[config.mk]
export PLATFORM = sky130hd
export DESIGN_NAME = sap_shift_reg
export DESIGN_NICKNAME = d
export VERILOG_FILES = /design/src/rtl/sap_shift_pkg.sv /design/src/rtl/sap_shift_ctrl.sv /design/src/rtl/sap_shift_reg.sv
export SDC_FILE = /design/constraint.sdc
export NUM_CORES = 1
export LEC_CHECK = 0
export CORE_ASPECT_RATIO = 0.75
export CORE_UTILIZATION = 45
export CTS_CLUSTER_SIZE = 40
export DETAILED_ROUTE_END_ITERATION = 8
export GPL_TIMING_DRIVEN = 0
export PLACE_DENSITY = 0.8
export SKIP_CTS_REPAIR_TIMING = 1
export SLEW_MARGIN = 20
export SYNTH_ARGS = -nofsm -noshare
export SYNTH_HDL_FRONTEND = slang
export SYNTH_SLANG_ARGS = --single-unit
[constraint.sdc]
create_clock -name CLK -period 2.2 [get_ports CLK]
set_input_delay 0.22 -clock CLK [delete_from_list [all_inputs] [get_ports CLK]]
set_output_delay 0.22 -clock CLK [all_outputs]
set_load 0.01 [all_outputs]
[src/rtl/sap_shift_pkg.sv]
// rtl/sap_shift_pkg.sv - shared types for the SAP shift register
// Purpose: MODE encodings, control FSM states and datapath select codes.
// Ports: none (package).
package sap_shift_pkg;

  typedef enum logic [2:0] {
    MODE_HOLD = 3'b000,
    MODE_LOAD = 3'b001,
    MODE_SHL  = 3'b010,
    MODE_SHR  = 3'b011,
    MODE_ROL  = 3'b100,
    MODE_ROR  = 3'b101,
    MODE_CPL  = 3'b110,
    MODE_CLR  = 3'b111
  } mode_t;

  typedef enum logic [1:0] {
    ST_IDLE  = 2'd0,
    ST_SHIFT = 2'd1,
    ST_DONE  = 2'd2
  } state_t;

  // What the datapath register does on the next enabled edge.
  typedef enum logic [1:0] {
    SEL_HOLD  = 2'd0,
    SEL_MODE  = 2'd1,
    SEL_LOAD  = 2'd2,
    SEL_SHIFT = 2'd3
  } sel_t;

endpackage

[src/rtl/sap_shift_ctrl.sv]
// rtl/sap_shift_ctrl.sv - serialisation FSM and bit counter
// Purpose: sequences IDLE -> SHIFT -> DONE and tells the datapath whether to
//   apply MODE, load D, shift right with zero fill, or hold.
// Ports:
//   clk_i, clr_i      clock, synchronous active-high reset
//   en_i, start_i     clock enable, serialisation request
//   busy_o, done_o    SHIFT in progress / one-cycle completion pulse
//   sel_o             datapath select (sel_t encoding)
module sap_shift_ctrl
  import sap_shift_pkg::*;
#(
  parameter int WIDTH = 8
) (
  input  logic       clk_i,
  input  logic       clr_i,
  input  logic       en_i,
  input  logic       start_i,
  output logic       busy_o,
  output logic       done_o,
  output logic [1:0] sel_o
);

  localparam int CW = $clog2(WIDTH);
  localparam logic [CW-1:0] LAST = CW'(WIDTH - 1);

  state_t        state_q, state_d;
  logic [CW-1:0] cnt_q, cnt_d;
  sel_t          sel;

  always_comb begin
    state_d = state_q;
    cnt_d   = cnt_q;
    sel     = SEL_HOLD;
    unique case (state_q)
      ST_IDLE: begin
        if (en_i) begin
          if (start_i) begin
            sel     = SEL_LOAD;
            cnt_d   = '0;
            state_d = ST_SHIFT;
          end else begin
            sel = SEL_MODE;
          end
        end
      end
      ST_SHIFT: begin
        // The last bit is already on SO: hold it one more cycle, then pulse DONE.
        if (en_i) begin
          if (cnt_q == LAST) begin
            state_d = ST_DONE;
          end else begin
            sel   = SEL_SHIFT;
            cnt_d = cnt_q + 1'b1;
          end
        end
      end
      ST_DONE: begin
        state_d = ST_IDLE;
      end
      default: begin
        state_d = ST_IDLE;
      end
    endcase
  end

  always_ff @(posedge clk_i) begin
    if (clr_i) begin
      state_q <= ST_IDLE;
      cnt_q   <= '0;
    end else begin
      state_q <= state_d;
      cnt_q   <= cnt_d;
    end
  end

  assign busy_o = (state_q == ST_SHIFT);
  assign done_o = (state_q == ST_DONE);
  assign sel_o  = sel;

endmodule

[src/rtl/sap_shift_reg.sv]
// rtl/sap_shift_reg.sv - WIDTH-bit SAP register with shift modes and serialiser
// Purpose: parallel load / shift / rotate / complement / clear register that can
//   also serialise D LSB-first on SO with a BUSY/DONE handshake.
// Ports:
//   CLK, CLR        clock, synchronous active-high reset
//   EN              clock enable (DONE exit ignores it)
//   MODE            parallel operation (mode_t), used only in IDLE
//   D               parallel data
//   SI_L, SI_R      serial-in for right / left shifts
//   START           serialise D request
//   Q               register contents
//   Q_BAR           ~Q, present only when SAP_SHIFT_REG_QBAR_EN is defined
//   SO              serial out, equals Q[0]
//   BUSY, DONE      serialisation status
module sap_shift_reg
  import sap_shift_pkg::*;
#(
  parameter int WIDTH = 8
) (
  input  logic             CLK,
  input  logic             CLR,
  input  logic             EN,
  input  logic [2:0]       MODE,
  input  logic [WIDTH-1:0] D,
  input  logic             SI_L,
  input  logic             SI_R,
  input  logic             START,
  output logic [WIDTH-1:0] Q,
`ifdef SAP_SHIFT_REG_QBAR_EN
  output logic [WIDTH-1:0] Q_BAR,
`endif
  output logic             SO,
  output logic             BUSY,
  output logic             DONE
);

  logic [WIDTH-1:0] q_q, q_d;
  logic [1:0]       sel;

  sap_shift_ctrl #(.WIDTH(WIDTH)) u_ctrl (
    .clk_i   (CLK),
    .clr_i   (CLR),
    .en_i    (EN),
    .start_i (START),
    .busy_o  (BUSY),
    .done_o  (DONE),
    .sel_o   (sel)
  );

  always_comb begin
    q_d = q_q;
    unique case (sel_t'(sel))
      SEL_LOAD:  q_d = D;
      SEL_SHIFT: q_d = {1'b0, q_q[WIDTH-1:1]};
      SEL_MODE: begin
        unique case (mode_t'(MODE))
          MODE_HOLD: q_d = q_q;
          MODE_LOAD: q_d = D;
          MODE_SHL:  q_d = {q_q[WIDTH-2:0], SI_R};
          MODE_SHR:  q_d = {SI_L, q_q[WIDTH-1:1]};
          MODE_ROL:  q_d = {q_q[WIDTH-2:0], q_q[WIDTH-1]};
          MODE_ROR:  q_d = {q_q[0], q_q[WIDTH-1:1]};
          MODE_CPL:  q_d = ~q_q;
          MODE_CLR:  q_d = '0;
          default:   q_d = q_q;
        endcase
      end
      default:   q_d = q_q;
    endcase
  end

  always_ff @(posedge CLK) begin
    if (CLR) begin
      q_q <= '0;
    end else begin
      q_q <= q_d;
    end
  end

  assign Q  = q_q;
  assign SO = q_q[0];
`ifdef SAP_SHIFT_REG_QBAR_EN
  assign Q_BAR = ~q_q;
`endif

endmodule

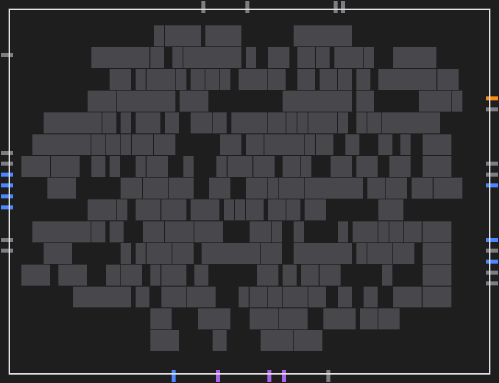
(run_1/pins.png)
(8 px per µm) Pins as bars across the die edge, other pins in gray.
legend:
  orange:
    port: CLR
    pins: 1
    direction: input
    edge: east
  blue:
    port: Q
    pins: 8
    direction: output
    edge: 4 west, 3 east, 1 south
  purple:
    port: MODE
    pins: 3
    direction: input
    edge: south
all pins by edge: 10 east, 9 west, 5 south, 4 north

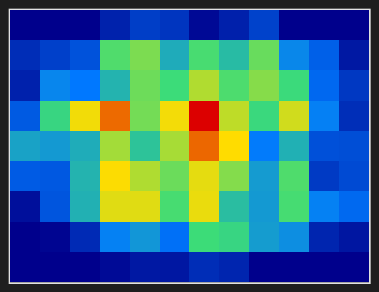
(run_1/wire_density.png)
(6 px per µm) 12 x 9 tiles, from dark blue (low) to red (high), scaled to the fullest tile. Values are wire area over tile area, all layers added.
fullest tile: 0.59
densest ninth of the die: center
tiles over half the peak: 29%

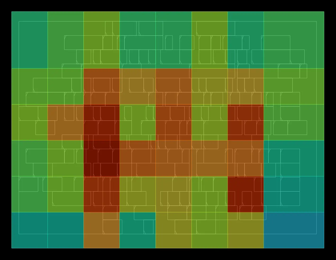
(run_1/final_congestion.png)
DR WL/cell: 15.1 µm
GRT busiest layer: met2
met1 Use GR: 33.3%
Layout Utilization: 61.6%
gr usage total: 25.4%

==> results.yml, run 1 <==
# flow metrics
power:
  vdd_drop_max_mv: 0.271
  powerDensity_nw_per_um2: 457
  switchingPower_w: 0.000220
  comb_cell_power_w: 0.000227
  clock_power_w: 0.000156
  maxPowerGroup: "sequential cells"
  p_total_w: 0.000655
  pg_seq_w: 0.000272
  swShare_pct: 33.5
  intPower_w: 0.000435
  seqPwrFrac_pct: 41.5
  p_clk_share_pct: 23.9
  combPwrFrac_pct: 34.6
  power.leakage_nw: 0.565
synthesis:
  synth_cells: 146
  yosysWarnings: 0
  syn_avg_cell_area_um2: 7.74
  aoi_share_pct: 34.9
  logic_family: "AND-OR/OR-AND gates"
  yosysCellCount: 146
  synthTopCellsByArea: "dfxtp_1 (23%), o221ai_1 (7.0%), mux2i_1 (5.3%), nand2_1 (5.0%), o211ai_1 (4.7%)"
  synthTopCellsByCount: "nand2_1 (15), dfxtp_1 (13), o221ai_1 (9)"
  ys_types: 37
  yosys_most_used_dff: "dfxtp_1"
  ys.flops: 13
  synth-async-reset-ratio_pct: 0
  simple_gate_share_pct: 23.0
  top_area_cell: "dfxtp_1"
  synthXorXnorAreaFrac_pct: 0
  yosys_area_um2: 1130
  adder_share_pct: 2.21
  syn_nets: 165
  synth_seq_share_pct: 23.0
  top_cell_area_share_pct: 23.0
  edf_count: 0
  synth_area_um2: 1130
final_layout:
  mi_logic_area_um2: 743
  final_cell_mix: "clkdlybuf4s50_1 (23), nand2_1 (15), dfxtp_1 (13)"
  drive_gt1_share_pct: 11.0
  register_area_um2: 260
  area_delta_synth_final_pct: 26.9
  num-nets-final: 193
  fill_cells: 228
  layout_top_cell: "clkdlybuf4s50_1"
  n_antenna_cell: 0
placed_design:
  portBuffers: 23
  dp_hpwl_mm: 2.30
  place_congestion: 0.926
floorplanning:
  coreArea_um2: 2330
  fp.dieH_um: 45.4
  fp_util_pct: 48.5
  die-width_um: 59.9
  ios: 28
  chip_area_um2: 2720
  num_rows: 15
detailed_routing:
  drt_iter0_drc: 59
  drtAntennaViolNets: 0
  maxUsedRoutingLayer: "met4"
  wl_met2_mm: 1.37
  m1WireLength_mm: 1.44
  drcViolationCount: 0
  drt_pre_antenna_iters: 4
  drt-total-wl_mm: 3.12
cts:
  clock-sinks: 13
  cts_tree: "yes"
  cts.htree.levels: 1
  cts_buffers: 3
  cts.path.max_buffers: 2
  root_buffer: "clkbuf_4"
  clkSlewWorstSetupHoldPaths_ns: 0.09
  insertion_delay_ns: 0.29
worst_setup_path:
  cpMostUsedCell: "ha_1"
  worstSetupPathType: "flop to flop"
  reg2regPathDepth: 7
  critical_path_depth: 7
  critPathLaunch: "u_ctrl.cnt_q[0]"
  slowest_delay_ns: 0.39
  crit_path_start_kind: "flop"
  r2r_slack_ns: 0.20
  cp_cell_sequence: "ha_1 -> ha_1 -> clkbuf_1 -> a221oi_2 -> buf_4 -> o211ai_1 -> o32ai_1"
  critPathMaxFanout: 10
  regToRegEndpoint: "Q[5]"
  crit_family: "AND-OR/OR-AND gates"
  rr_startpoint: "u_ctrl.cnt_q[0]"
  cp-endpoint: "Q[5]"
  crit_arrival_ns: 2.19
  path_buffers: 2
  end_kind: "flop"
sta:
  period_used_pct: 91.0
  rsz0062_at_grt: "no"
  setup_tns_ns: 0
  max_freq_ghz: 0.500
  hold_viol: 0
  setup_violations: 0
  skew_ns: 0.00795
  max_slew_margin_pct: 65.6
  slew_violations: 0
  period_needed_ns: 2.00
global_routing:
  met2_usage_pct: 39.3
  overflow: 0
  grt_pass1_wl_mm: 5.00
  grt_max_degree: 11
  grt_use_met3_pct: 7.10
  grt_pass1_vias: 1097
status:
  run_status: "complete, no violations"
min_path:
  min_path_cells: 2
  hold_end: "u_ctrl.cnt_q[0]"
flow_run:
  warning_count: 26
run 1: metrics by stage:
stage          hold slack [ns]  utilization [%]  setup WS, ns  instance area [µm²]  cells
2_1_floorplan            0.362                -         0.522                 1130    146
3_3_place_gp             0.445             60.3         0.263                 1400    203
3_5_place_dp             0.454             60.3         0.209                 1400    203
4_1_cts                  0.297             61.4        0.0606                 1430    207
5_1_grt                  0.315             61.6        0.0801                 1430    207
6_report                 0.303             61.6         0.199                 1430    207
run 1: sequential cells by signal, indices dropped and copies added, names as in the netlist:
register,count
Q,8
u_ctrl.state_q,2
u_ctrl.cnt_q,3
run 1: final cells by class:
cell class              count  area share (%)
clock buffers               4            1.83
plain buffers              15            7.33
well taps                  34            2.97
flip-flops and latches     13            18.2
repair buffers             23            16.1
multi-input cells         111            51.8
inverters                   7            1.83
==> run 2, diff against run 1 <==
--- a/config.mk
+++ b/config.mk
@@ -5,6 +5,7 @@
 export SDC_FILE = /design/constraint.sdc
 export NUM_CORES = 1
 export LEC_CHECK = 0
+export CAP_MARGIN = 10
 export CORE_ASPECT_RATIO = 0.75
 export CORE_UTILIZATION = 45
 export CTS_CLUSTER_SIZE = 40
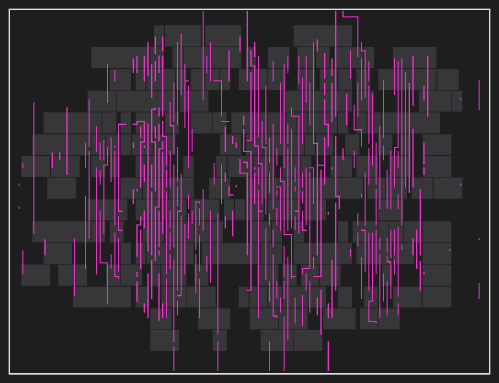
(run_2/met2.png)
(8 px per µm)
wire length on this layer: 1370 µm
nets with wire on the layer: 157
longest straight run: 20.7 µm
share of all routed wire: 44%
main direction: vertical
routed wire length: 3.12 mm
via count: 1234
met2 GRT Util: 39.3%

==> results.yml, run 2 <==
# flow metrics
cts:
  clock-sinks: 13
  clkSlewWorstSetupHoldPaths_ns: 0.09
  cts_buffers: 3
  insertion_delay_ns: 0.29
  cts_tree: "yes"
  cts.path.max_buffers: 2
  cts.htree.levels: 1
  root_buffer: "clkbuf_4"
worst_setup_path:
  critPathLaunch: "u_ctrl.cnt_q[0]"
  slowest_delay_ns: 0.39
  crit_family: "AND-OR/OR-AND gates"
  critPathMaxFanout: 10
  r2r_slack_ns: 0.20
  crit_path_start_kind: "flop"
  reg2regPathDepth: 7
  critPathRequiredTime_ns: 2.39
  cp_cell_sequence: "ha_1 -> ha_1 -> clkbuf_1 -> a221oi_2 -> buf_4 -> o211ai_1 -> o32ai_1"
  critical_path_depth: 7
  regToRegEndpoint: "Q[5]"
  crit_arrival_ns: 2.19
  worstSetupPathType: "flop to flop"
  cp-endpoint: "Q[5]"
  cpMostUsedCell: "ha_1"
  rr_startpoint: "u_ctrl.cnt_q[0]"
  path_buffers: 2
  cpMaxStageDelayCell: "a221oi_2"
  end_kind: "flop"
min_path:
  min_path_cells: 2
  holdCritPathClass: "input pin to flop"
  hold_end: "u_ctrl.cnt_q[0]"
  hold_start: "CLR"
final_layout:
  final_cell_mix: "clkdlybuf4s50_1 (23), nand2_1 (15), dfxtp_1 (13)"
  area_delta_synth_final_pct: 26.9
  num-nets-final: 193
  drive_gt1_share_pct: 11.0
  fin_cells: 207
  layout_top_cell: "clkdlybuf4s50_1"
  n_antenna_cell: 0
  largest_reg_flops: 8
sta:
  max_freq_ghz: 0.500
  skew_ns: 0.00795
  hold_viol: 0
  period_needed_ns: 2.00
  tightest_slew_ns: 0.513
  setup_violations: 0
  setup_tns_ns: 0
  max_slew_margin_pct: 65.6
  hold_ws_ns: 0.303
  rsz0062_at_grt: "no"
  slew_violations: 0
  period_used_pct: 91.0
placed_design:
  place_congestion: 0.926
  dp_hpwl_mm: 2.30
  portBuffers: 23
  post-place-cells: 203
global_routing:
  busiest_layer: "met2"
  grt_use_total_pct: 25.4
  grt_pass1_wl_mm: 5.00
  grt_use_met3_pct: 7.10
  overflow: 0
  use_met1_pct: 33.3
  grt_max_degree: 11
  antenna_found_initial: 0
  grt_pass1_vias: 1097
floorplanning:
  die-width_um: 59.9
  coreArea_um2: 2330
  chip_area_um2: 2720
  fp_util_pct: 48.5
  ios: 28
  fp.dieH_um: 45.4
  num_rows: 15
power:
  maxPowerGroup: "sequential cells"
  swShare_pct: 33.5
  powerDensity_nw_per_um2: 457
  power.leakage_nw: 0.565
  vdd_drop_max_mv: 0.271
  p_total_w: 0.000655
  comb_cell_power_w: 0.000227
  clock_power_w: 0.000156
  pg_seq_w: 0.000272
  p_clk_share_pct: 23.9
  combPwrFrac_pct: 34.6
  seqPwrFrac_pct: 41.5
  intPower_w: 0.000435
  switchingPower_w: 0.000220
detailed_routing:
  m1WireLength_mm: 1.44
  drt_iter0_drc: 59
  drt_pre_antenna_iters: 4
  wl_per_cell_um: 15.1
  wl_met3_um: 269
  maxUsedRoutingLayer: "met4"
  drtAntennaViolNets: 0
  drcViolationCount: 0
  wl_met2_mm: 1.37
  viasPerCell: 5.96
synthesis:
  most_common_cell: "nand2_1"
  syn_avg_cell_area_um2: 7.74
  yosysCellCount: 146
  logic_family: "AND-OR/OR-AND gates"
  adder_share_pct: 2.21
  synth_cells: 146
  top_area_cell: "dfxtp_1"
  yosysWarnings: 0
  ys_types: 37
  synthTopCellsByCount: "nand2_1 (15), dfxtp_1 (13), o221ai_1 (9)"
  simple_gate_share_pct: 23.0
  syn_nets: 165
  synthTopCellsByArea: "dfxtp_1 (23%), o221ai_1 (7.0%), mux2i_1 (5.3%), nand2_1 (5.0%), o211ai_1 (4.7%)"
  synth_seq_share_pct: 23.0
  top_cell_area_share_pct: 23.0
  synth_area_um2: 1130
  yosys_area_um2: 1130
  synthXorXnorAreaFrac_pct: 0
  yosys_most_used_dff: "dfxtp_1"
  edf_count: 0
  ys_sh_mux_pct: 5.32
  synth-async-reset-ratio_pct: 0
  ys.flops: 13
  aoi_share_pct: 34.9
status:
  run_status: "complete, no violations"
flow_run:
  max_cap_viol_count: 0
  warning_count: 26
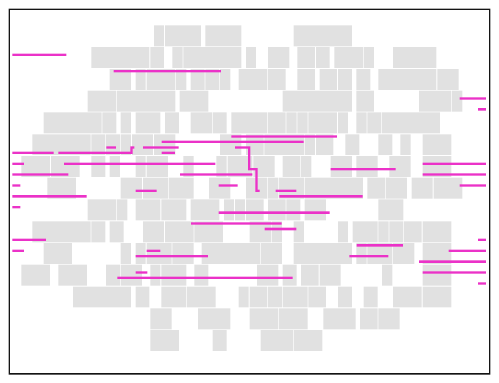
(run_2/met3.png)
(8 px per µm)
main direction: horizontal
wire length on this layer: 269 µm
nets with wire on the layer: 36
longest straight run: 21.6 µm

-- run 2: cell counts after synthesis --
No cell type changed its count.
-- run 2: final cells by class --
cell class              count  area, µm²
well taps                  34       42.5
clock buffers               4       26.3
inverters                   7       26.3
plain buffers              15        105
flip-flops and latches     13        260
fillers                   228        893
repair buffers             23        230
multi-input cells         111        743
-- run 2: per-stage QoR --
stage / setup slack (ns) / util [%] / cell area (µm²)
global route: 0.0801 / 61.6 / 1430
finish: 0.199 / 61.6 / 1430
CTS: 0.0606 / 61.4 / 1430
detailed placement: 0.209 / 60.3 / 1400
floorplan: 0.522 / - / 1130
global placement: 0.263 / 60.3 / 1400
-- run 2: logic make-up after synthesis --
family,after synthesis
compound gates,55
simple gates,48
buf+inv,22
flops,13
mux,6
fa+ha+maj,2
No activity file was given, so power comes from the tool's default toggle rates.
